File: config.mk
export PLATFORM = sky130hd
export DESIGN_NAME = if_id_pipe_reg
export DESIGN_NICKNAME = d
export VERILOG_FILES = /design/src/rtl/if_id_pipe_reg.sv
export SDC_FILE = /design/constraint.sdc
export NUM_CORES = 1
export LEC_CHECK = 0
export CORE_AREA = 2 2 121 123
export CTS_CLUSTER_DIAMETER = 50
export DETAILED_ROUTE_END_ITERATION = 16
export DIE_AREA = 0 0 123 125
export PLACE_DENSITY = 0.71
export RECOVER_POWER = 100
export SLEW_MARGIN = 10
export SYNTH_ARGS = -nofsm -noshare
export SYNTH_HDL_FRONTEND = slang
export SYNTH_SLANG_ARGS = --single-unit
export TNS_END_PERCENT = 5
File: constraint.sdc
create_clock -name clk -period 3.4 [get_ports clk]
set_input_delay 0.51 -clock clk [delete_from_list [all_inputs] [get_ports clk]]
set_output_delay 0.51 -clock clk [all_outputs]
set_load 0.03 [all_outputs]
File: src/rtl/if_id_pipe_reg.sv
// IF/ID pipeline register: captures fetch-stage PC, PC+4 and instruction,
// holds under single- and multi-edge stalls, and turns a taken-branch flush
// into a NOP bubble with ID_Valid=0.
module if_id_pipe_reg #(
    parameter int               WIDTH         = 32,
    parameter logic [WIDTH-1:0] NOP_INSTR     = 32'h00000013,
    parameter int               STALL2_CYCLES = 2
) (
    input  logic             clk,
    input  logic             Reset,
    input  logic             stall,
    input  logic             stall_twice,
    input  logic             flush,
    input  logic [WIDTH-1:0] PC_in,
    input  logic [WIDTH-1:0] PCplus4_in,
    input  logic [WIDTH-1:0] Instr_in,
    output logic [WIDTH-1:0] ID_PC,
    output logic [WIDTH-1:0] ID_PCplus4,
    output logic [WIDTH-1:0] ID_Instr,
    output logic             ID_Valid,
    output logic             hold_active
);

    // The counter only tracks the extra edges after the stall_twice edge
    // itself, so it needs to count down from STALL2_CYCLES-1.
    localparam int CNT_W = (STALL2_CYCLES > 1) ? $clog2(STALL2_CYCLES) : 1;
    localparam logic [CNT_W-1:0] HOLD_RELOAD = CNT_W'(STALL2_CYCLES - 1);
    localparam logic [CNT_W-1:0] CNT_ZERO    = '0;
    localparam logic [CNT_W-1:0] CNT_ONE     = CNT_W'(1);

    logic [WIDTH-1:0] id_pc_q,      id_pc_d;
    logic [WIDTH-1:0] id_pcplus4_q, id_pcplus4_d;
    logic [WIDTH-1:0] id_instr_q,   id_instr_d;
    logic             id_valid_q,   id_valid_d;
    logic [CNT_W-1:0] hold_cnt_q,   hold_cnt_d;
    logic             hold_now;

    // Hold this edge on any stall request or while a multi-edge hold is pending.
    always_comb begin
        hold_now = stall | stall_twice | (hold_cnt_q != CNT_ZERO);
    end

    // Next-state selection: flush beats hold, hold beats a normal load.
    always_comb begin
        id_pc_d      = id_pc_q;
        id_pcplus4_d = id_pcplus4_q;
        id_instr_d   = id_instr_q;
        id_valid_d   = id_valid_q;
        hold_cnt_d   = hold_cnt_q;

        if (flush) begin
            // PC fields still load so the bubble carries a traceable address.
            id_pc_d      = PC_in;
            id_pcplus4_d = PCplus4_in;
            id_instr_d   = NOP_INSTR;
            id_valid_d   = 1'b0;
            hold_cnt_d   = CNT_ZERO;
        end else if (hold_now) begin
            // A stall_twice arriving during a pending hold must not restart it.
            if (stall_twice && (hold_cnt_q == CNT_ZERO)) begin
                hold_cnt_d = HOLD_RELOAD;
            end else if (hold_cnt_q != CNT_ZERO) begin
                hold_cnt_d = hold_cnt_q - CNT_ONE;
            end
        end else begin
            id_pc_d      = PC_in;
            id_pcplus4_d = PCplus4_in;
            id_instr_d   = Instr_in;
            id_valid_d   = 1'b1;
        end
    end

    // State registers with asynchronous reset to an empty (bubble) stage.
    always_ff @(posedge clk or posedge Reset) begin
        if (Reset) begin
            id_pc_q      <= '0;
            id_pcplus4_q <= '0;
            id_instr_q   <= NOP_INSTR;
            id_valid_q   <= 1'b0;
            hold_cnt_q   <= CNT_ZERO;
        end else begin
            id_pc_q      <= id_pc_d;
            id_pcplus4_q <= id_pcplus4_d;
            id_instr_q   <= id_instr_d;
            id_valid_q   <= id_valid_d;
            hold_cnt_q   <= hold_cnt_d;
        end
    end

    // Drive outputs straight from the registers.
    always_comb begin
        ID_PC       = id_pc_q;
        ID_PCplus4  = id_pcplus4_q;
        ID_Instr    = id_instr_q;
        ID_Valid    = id_valid_q;
        hold_active = hold_now;
    end

endmodule
==> ci_impl_report.md, run 1 <==
### Yosys + OpenROAD results

| Metric | Value |
|---|---|
| Combinational fraction of the cell area | `33.2%` |
| Total Routing Usage GR | `slightly below 20%` |
| Synth mux share | `less than 1%` |
| Status | `finished with violations` |
| Initial Util | `roughly 39%` |
| Die area | `0.0154 mm²` |
| Fraction of registers with async set/reset | `100%` |
| R2R Path Start | `hold_cnt_q$_DFFE_PP0P_` |
| Yosys aoi share | `18.9%` |
| Post-Syn Area | `0.00548 mm²` |
| Post-CTS setup buffers | `0` |
| Seq share, synth | `44.8%` |
| Logic depth of the worst setup path including buffers | `3` |
| Cell chain of the critical path | `nor3_4, inv_1, dlygate4sd3_1` |
| Power Clock | `roughly 1 mW` |
| Failing checks | `max-capacitance violations, max-slew violations` |
| Top Layout Cells | `99 x dlygate4sd3_1, 96 x clkdlybuf4s50_1, 94 x dfrtp_1, 93 x or4b_1` |
| Cycle use final | `83.6%` |
| Critical Path RT | `between 2 and 3 ns` |
| Slew Viols, Final | `244` |
| Max cap viols | `3` |
| Chip Area, Yosys | `roughly 0.0055 mm²` |
| Met1 WL | `6.66 mm` |
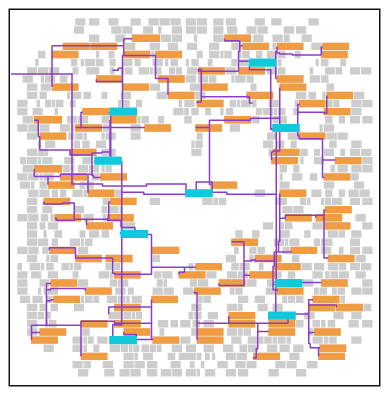
**Above:** run 1 (clock distribution).
Scale: 3 px per µm.
[clock-net drivers] cyan | count: 9
[flip-flops] orange | count: 98
[clock wires] purple | length: 1320 µm
routed clock nets	10

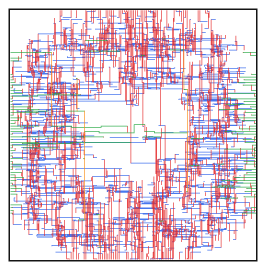
**Above:** run 1 (routed metal, one color a layer).
Scale: 2 px per µm.
layer	color	wire length
M2	red	7330 µm
M3	green	915 µm
M4	orange	195 µm
M1	blue	6660 µm

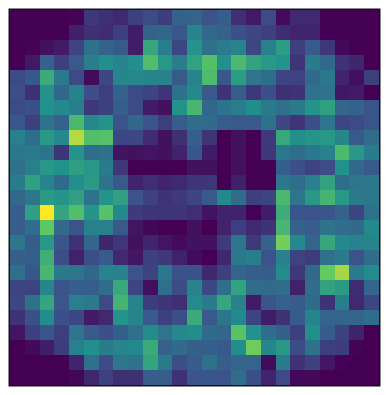
**Above:** run 1 (wire density map).
Scale: 3 px per µm. The die is cut into 25 by 25 equal tiles; dark purple is low, yellow is high, scaled to the fullest tile. Values are wire area over tile area, all layers added.
nearly empty tiles	10%
tiles over half the peak	12%
fullest tile	0.55

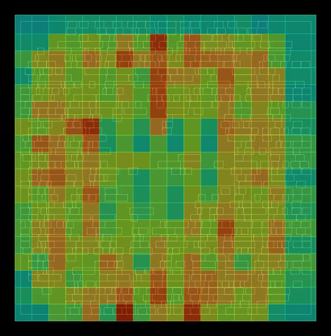
**Above:** run 1 (congestion heat map).
met3 global-route usage: 3.70%
met1 Resource Use GR: 26.8%
GR peak layer: met2

## Run 2: what changed since run 1
==> constraint.sdc (replaced) <==
create_clock -name clk -period 2.65 [get_ports clk]
set_input_delay 0.3975 -clock clk [delete_from_list [all_inputs] [get_ports clk]]
set_output_delay 0.3975 -clock clk [all_outputs]
set_load 0.03 [all_outputs]
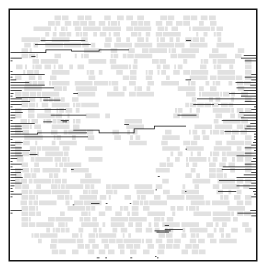
**Above:** run 2 (metal 3).
Scale: 2 px per µm.
nets with wire on the layer	122
main direction	horizontal
wire length on this layer	963 µm
share of all routed wire	6.4%

==> run 2 against run 1 <==
  * The flow finishes with violations (max-capacitance violations)
  * Combinational power is 31% higher
  * Final cell count decreased by 0.12%
  * Critical endpoint unchanged
  * Clock skew up 0.0020 ns
  * Sequential cell count unchanged
  * Critical path depth unchanged
  * Sequential power rose by 27%
  * Die area unchanged
  * Clock power rose by 37%
  * Routed wire length decreased by 0.29%
  * Synthesized cell count unchanged
  * Register-to-register slack lost 0.12 ns
  * Critical path type unchanged
  * Final area grew 1.1%
==> ci_impl_report.md, run 2 <==
### Yosys + OpenROAD results

| Metric | Value |
|---|---|
| Total Routing Usage GR | `19.6% (was 19.3%)` |
| Status | `finished with violations (unchanged)` |
| Post-Syn Area | `0.00548 mm² (unchanged)` |
| I/O Pins | `199 (unchanged)` |
| Final Non-Filler Cells | `862 (was 863)` |
| Seq share, synth | `44.8% (unchanged)` |
| Comb power | `1.05 mW (was 0.802 mW)` |
| Register area | `0.00246 mm² (about the same)` |
| Die area | `0.0154 mm² (unchanged)` |
| Yosys aoi share | `18.9% (unchanged)` |
| Max-area cell share | `43.4% (unchanged)` |
| Vias in the first global route | `4699 (was 4609)` |
| Internal cell power | `2.89 mW (was 2.18 mW)` |
| Cycle use final | `86.6%` |
| First-pass GRT wire length | `24.3 mm (was 23.8 mm)` |
| Cell chain of the critical path | `nor3_1, inv_1, clkdlybuf4s50_1 (was nor3_4, inv_1, dlygate4sd3_1)` |
| Initial DRC count | `288 (was 295)` |
| Core Region | `0.0142 mm² (unchanged)` |
| Fraction of registers with async set/reset | `100% (unchanged)` |
| Drt pass-1 iters | `4 (was 5)` |
| P_leak | `3.05 nW (was 3.02 nW)` |
| Chip Area, Yosys | `0.00548 mm² (unchanged)` |
| Worst Reg-to-Reg Cells | `3 (unchanged)` |
| Initial Util | `38.6% (unchanged)` |
| Post-CTS setup buffers | `0 (unchanged)` |
| Final TNS setup | `0 ns (unchanged)` |
| Top Layout Cells | `98 x dlygate4sd3_1, 97 x clkdlybuf4s50_1, 94 x dfrtp_1, 93 x or4b_1 (was 99 x dlygate4sd3_1, 96 x clkdlybuf4s50_1, 94 x dfrtp_1, 93 x or4b_1)` |
| Synth mux share | `0.548% (unchanged)` |
| Failing checks | `max-capacitance violations (was max-capacitance violations, max-slew violations)` |
| Met1 WL | `6.84 mm (was 6.66 mm)` |
| Inst Count DP | `846 (was 848)` |
| GR peak layer | `met2 (unchanged)` |
| Unrepaired setup endpoints after global routing | `false (unchanged)` |
| Logic depth of the worst setup path including buffers | `3 (unchanged)` |
| Power Clock | `1.37 mW (was 1.00 mW)` |
| Top Consumer | `sequential cells (unchanged)` |
| Max cap viols | `1 (was 3)` |
| # Taps | `184 (unchanged)` |
| Post-route ant nets | `0 (unchanged)` |
| Slew Viols, Final | `0 (was 244)` |
| Critical Path RT | `2.25 ns (was 2.89 ns)` |
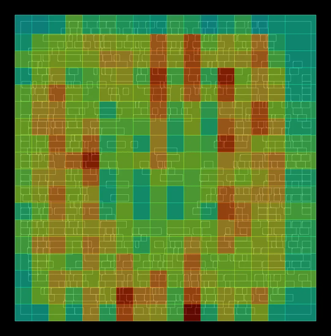
**Above:** run 2 (congestion heat map).
met1 Resource Use GR: 27.8%
Core Util, Final: 53.6%
met2 Usage GRT: 29.8%

No activity file was given, so power comes from the tool's default toggle rates.
